Run 1, sequential cells grouped by signal name:
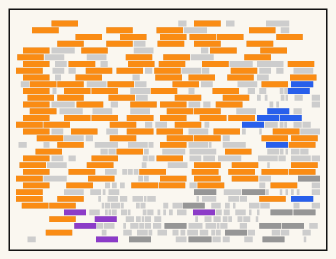
Run 1, signal wires by layer:
Two of the layers only.
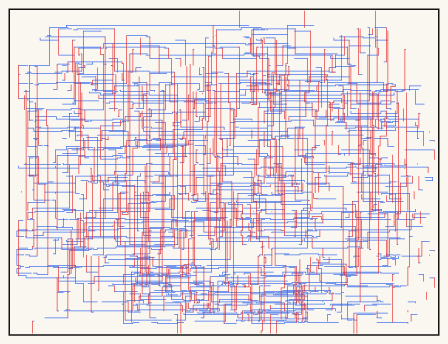
Run 1, track usage over the die:
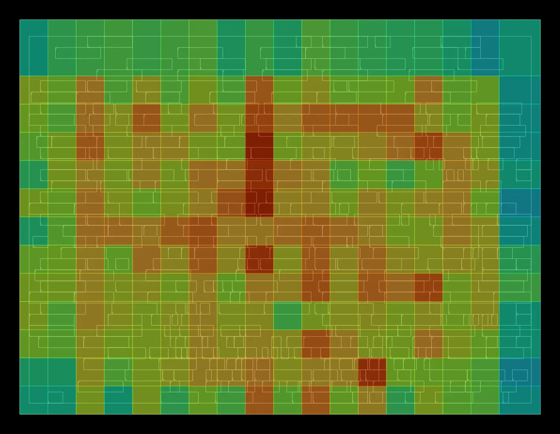
[src/rtl/sync_fifo_buf.sv]
// Circular-buffer synchronous FIFO feeding a single-register output stage.
// Ports: clk, rst_n, wr_en/wr_data/full, rd_en/rd_data/rd_valid, empty, count.
// Optional macro SYNC_FIFO_ERR_FLAGS_EN adds sticky ovf_err/udf_err outputs.
module sync_fifo_buf #(
  parameter int FIFO_WIDTH = 8,
  parameter int ADDR_W     = 4
) (
  input  logic                  clk,
  input  logic                  rst_n,
  input  logic                  wr_en,
  input  logic [FIFO_WIDTH-1:0] wr_data,
  output logic                  full,
  input  logic                  rd_en,
  output logic [FIFO_WIDTH-1:0] rd_data,
  output logic                  rd_valid,
  output logic                  empty,
  output logic [ADDR_W:0]       count
`ifdef SYNC_FIFO_ERR_FLAGS_EN
  ,
  output logic                  ovf_err,
  output logic                  udf_err
`endif
);

  localparam int DEPTH = 1 << ADDR_W;

  logic [FIFO_WIDTH-1:0] mem [DEPTH];

  logic [ADDR_W:0] wr_ptr;
  logic [ADDR_W:0] rd_ptr;
  logic [ADDR_W:0] wr_ptr_n;
  logic [ADDR_W:0] rd_ptr_n;
  logic [ADDR_W:0] count_n;
  logic            empty_n;
  logic            full_n;
  logic            wr_acc;
  logic            rd_acc;

  assign wr_acc = wr_en & ~full;
  assign rd_acc = rd_en & ~empty;

  // Flags are derived from the next pointers so that
  // count, empty and full are all registered together.
  always_comb begin
    wr_ptr_n = wr_ptr;
    rd_ptr_n = rd_ptr;
    if (wr_acc) wr_ptr_n = wr_ptr + 1'b1;
    if (rd_acc) rd_ptr_n = rd_ptr + 1'b1;
    count_n = wr_ptr_n - rd_ptr_n;
    empty_n = (wr_ptr_n == rd_ptr_n);
    full_n  = (wr_ptr_n[ADDR_W-1:0] == rd_ptr_n[ADDR_W-1:0]) &&
              (wr_ptr_n[ADDR_W] != rd_ptr_n[ADDR_W]);
  end

  always_ff @(posedge clk or negedge rst_n) begin
    if (!rst_n) begin
      wr_ptr   <= '0;
      rd_ptr   <= '0;
      count    <= '0;
      empty    <= 1'b1;
      full     <= 1'b0;
      rd_data  <= '0;
      rd_valid <= 1'b0;
    end else begin
      wr_ptr   <= wr_ptr_n;
      rd_ptr   <= rd_ptr_n;
      count    <= count_n;
      empty    <= empty_n;
      full     <= full_n;
      rd_valid <= rd_acc;
      if (rd_acc) rd_data <= mem[rd_ptr[ADDR_W-1:0]];
    end
  end

  // Storage is not reset; contents are don't-care after reset.
  always_ff @(posedge clk) begin
    if (wr_acc) mem[wr_ptr[ADDR_W-1:0]] <= wr_data;
  end

`ifdef SYNC_FIFO_ERR_FLAGS_EN
  always_ff @(posedge clk or negedge rst_n) begin
    if (!rst_n) begin
      ovf_err <= 1'b0;
      udf_err <= 1'b0;
    end else begin
      if (wr_en & full)  ovf_err <= 1'b1;
      if (rd_en & empty) udf_err <= 1'b1;
    end
  end
`endif

endmodule

[config.mk]
export PLATFORM = sky130hd
export DESIGN_NAME = sync_fifo_buf
export DESIGN_NICKNAME = d
export VERILOG_FILES = /design/src/rtl/sync_fifo_buf.sv
export SDC_FILE = /design/constraint.sdc
export NUM_CORES = 1
export LEC_CHECK = 0
export CORE_ASPECT_RATIO = 0.75
export CORE_MARGIN = 2
export CORE_UTILIZATION = 55
export CTS_BUF_LIST = sky130_fd_sc_hd__clkbuf_4 sky130_fd_sc_hd__clkbuf_8
export CTS_CLUSTER_DIAMETER = 50
export DETAILED_ROUTE_END_ITERATION = 16
export PLACE_DENSITY = 0.7
export RECOVER_POWER = 50
export SETUP_SLACK_MARGIN = 0.5
export SLEW_MARGIN = 20
export SYNTH_ARGS = -nofsm -noshare
export SYNTH_HDL_FRONTEND = slang
export SYNTH_SLANG_ARGS = --single-unit
[constraint.sdc]
create_clock -name clk -period 7 [get_ports clk]
set_input_delay 0.7 -clock clk [delete_from_list [all_inputs] [get_ports clk]]
set_output_delay 0.7 -clock clk [all_outputs]
set_load 0.01 [all_outputs]
==> results.json, run 1 <==
{
  "grt_max_degree": 36,
  "simple_gate_area_frac": 0.0584,
  "fp_util": 0.570,
  "p_per_area_mw_per_mm2": 413,
  "period_minus_slack_ns": 4.25,
  "die_y_um": 96.5,
  "slew_viol_final": 36,
  "die_w_um": 127,
  "hold_viol_final": 0,
  "place_ws_ns": 3.74,
  "tightest_slew_ns": 2.78,
  "route.met3.wl_um": 598,
  "portBuffers": 27,
  "ios": 28,
  "whs_path_depth": 2,
  "cts_hold_repair.buffers": 0,
  "clk_pin_slew_ns": 0.08,
  "postRouteAntennaNets": 0,
  "syn-cell-area_mm2": 0.00628,
  "setup_viol": 0,
  "status": "finished, violations left",
  "fin_ws_ns": 2.75,
  "r2r-end": "count[4]",
  "nNetsFinal": 384,
  "instances_no_fill": 516,
  "dp_cells": 484,
  "antenna_found_initial": 0,
  "worstSetupPathDepth": 7,
  "violations": "capacitance limit, slew limit",
  "cap_violations": 1,
  "critPathTopFamily": "buffers and inverters",
  "leakage_nw": 2.44
}
## Picture notes: 'sequential cells grouped by signal name'
- orange: `mem` (flops 128)
- blue: `rd_data` (flops 8; where east)
- purple: `wr_ptr` (flops 5)
- not colored: 13
final core area utilization: 0.642
register area: 0.00450 mm²
register share of the cell area: 0.635
Seq power: 0.00122 W

## Picture notes: 'signal wires by layer'
- red: met2 (wire length 5230 µm)
- blue: met1 (wire length 6040 µm)
routed len/inst: 23.2 µm
Global Route Usage Sum: 0.213
final WL: 12000 µm

## Picture notes: 'track usage over the die'
M1 GR Usage: 0.334
Most Crowded Layer GR: met1
routing usage on met2: 0.305
met3 Usage GRT: 0.0474

==> run 1: area by class of cell <==
cell class	count	share of cell area
Multi-Input combinational cell	144	0.234
Tap cell	140	0.0247
Clock inverter	13	0.0203
Timing Repair Buffer	31	0.0414
Clock buffer	19	0.0361
Sequential cell	154	0.635
Inverter	15	0.00795
==> run 1: worst min-delay path by stage <==
stage	startpoint	to	slack (ns)
3_5_place_dp	rd_data[6]	rd_data[6]	0.47
6_report	rd_data[6]	rd_data[6]	0.48
3_3_place_gp	rd_data[6]	rd_data[6]	0.46
5_1_grt	rd_data[6]	rd_data[6]	0.52
2_1_floorplan	rst_n	count[0]	0.40
4_1_cts	rd_data[6]	rd_data[6]	0.49
==> run 1: Yosys cell counts, types with 3 or more instances <==
master	number	area, µm²
nand3b_1	3	22.5
inv_1	15	56.3
dfrtp_1	25	626
nand2_1	13	48.8
xnor2_1	4	35.0
edfxtp_1	128	3840
mux4_2	21	473
a22o_1	7	61.3
xor2_1	3	26.3
clkbuf_1	4	15.0
nor2b_1	4	25.0
a221oi_1	7	61.3
and2_1	15	93.8
nor3_1	4	20.0
o21ai_1	8	40.0
ha_1	8	100
mux4_1	12	315
==> run 1: where the power goes <==
part	internal (W)	total (W)	switching [W]
sequential	0.00115	0.00122	0.0000729
combinational	0.000491	0.00104	0.000552
clock	0.000333	0.000662	0.000329
==> run 1: through the flow <==
step | hold WS [ns] | total power [W] | utilization | instance area (µm²)
2_1_floorplan | 0.404 | 0.00197 | - | 6280
3_3_place_gp | 0.461 | 0.00226 | 0.607 | 6690
3_5_place_dp | 0.469 | 0.00229 | 0.607 | 6690
4_1_cts | 0.489 | 0.00294 | 0.643 | 7090
5_1_grt | 0.521 | 0.00308 | 0.642 | 7080
6_report | 0.480 | 0.00292 | 0.642 | 7080
==> run 1 -> run 2 <==
Settings changed: PLACE_DENSITY 0.7 to 0.73.
Clock period 7 ns to 3.45 ns, I/O delays scaled along.
==> results.json, run 2 <==
{
  "dp_cells": 486,
  "sequentialPowerShare": 0.423,
  "inv_count": 15,
  "portBuffers": 27,
  "postRouteAntennaNets": 0,
  "antenna_found_initial": 0,
  "min_to": "rd_data[6]",
  "cts_hold_repair.buffers": 0,
  "synthTopCellsByCount": "128 x edfxtp_1, 25 x dfrtp_1, 21 x mux4_2, 15 x and2_1, 15 x inv_1",
  "setup_viol": 0,
  "clk_pin_slew_ns": 0.08,
  "grt_max_degree": 31,
  "nNetsFinal": 386,
  "tightest_slew_ns": 1.45,
  "fin_ws_ns": 0.653,
  "comb_cells": 144,
  "period_minus_slack_ns": 2.80,
  "r2r-end": "count[4]",
  "dpl-instance-area_mm2": 0.00671,
  "yosys.area.top_type": "edfxtp_1",
  "synth.most_common_cell": "edfxtp_1",
  "hp-start": "rd_data[6]",
  "combAreaFraction": 0.232,
  "drt_wl_total_um": 11700,
  "whs_path_depth": 2,
  "syn-cell-area_mm2": 0.00628,
  "fp_util": 0.570,
  "ios": 28,
  "yosysTopAreaCellShare": 0.612,
  "status": "finished, final reports clean",
  "pwr-share-clk": 0.226,
  "die_w_um": 127,
  "clkbuf_count": 21,
  "flop-count": 154,
  "buffers": 33,
  "leakage_nw": 2.47,
  "cap_violations": 0,
  "slew_viol_final": 0
}
==> run 2: cell counts after synthesis <==
Identical to the previous run, type by type.
==> run 2: power groups by stage <==
stage / registers, W / clock network [W] / logic [W]
after CTS: 0.00252 / 0.00136 / 0.00211
after floorplan: 0.00250 / 0 / 0.00150
after detailed placement: 0.00255 / 0 / 0.00210
final: 0.00251 / 0.00134 / 0.00208
after global routing: 0.00255 / 0.00143 / 0.00228
after global placement: 0.00254 / 0 / 0.00207
==> run 2: worst max-delay path: cells and delay by family (launching register included) <==
family | cells | cell delay (ns)
AOI/OAI and AO/OA | 2 | 0.41
adders and majority gates | 1 | 0.49
buffers and inverters | 1 | 0.57
DFF | 1 | 0.54
muxes | 1 | 0.44
and+or+nand+nor | 2 | 0.26
==> run 2: metal layers <==
| layer | vias up | wire [µm] | GRT usage |
|---|---|---|---|
| met1 | 1580 | 5510 | 0.316 |
| met2 | 90 | 5260 | 0.318 |
| met3 | 13 | 764 | 0.0562 |
| li1 | 1388 | - | - |
| met5 | - | 0 | 0 |
| met4 | 0 | 138 | 0.0824 |
==> run 2: worst max-delay path by stage <==
| stage | end | slack (ns) |
|---|---|---|
| after global placement | count[4] | 0.87 |
| after detailed placement | count[4] | 0.80 |
| after global routing | count[4] | 0.49 |
| after CTS | count[4] | 1.06 |
| after floorplan | count[4] | 0.96 |
| final | count[4] | 0.65 |
==> run 2: kinds of logic (layout without fill, tap and decap cells) <==
family | count (synthesis) | in the layout | synth area share
buffers and inverters | 26 | 80 | 0.0213
AND-OR/OR-AND | 33 | 33 | 0.0412
AND/OR/NAND/NOR | 58 | 58 | 0.0584
flip-flops | 154 | 154 | 0.716
adder cells (fa/ha/maj) | 9 | 9 | 0.0191
multiplexers | 35 | 35 | 0.129
XOR/XNOR | 9 | 9 | 0.0149
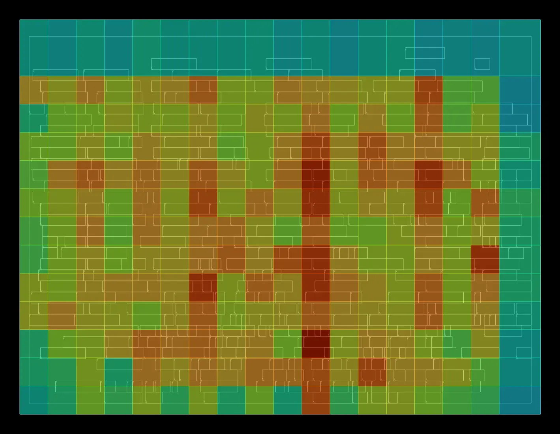
Run 2: track usage over the die
met3 Usage GRT: 0.0562
final core area utilization: 0.643
Most Crowded Layer GR: met2
Global Route Usage Sum: 0.216

Power and IR drop assume default switching activity.
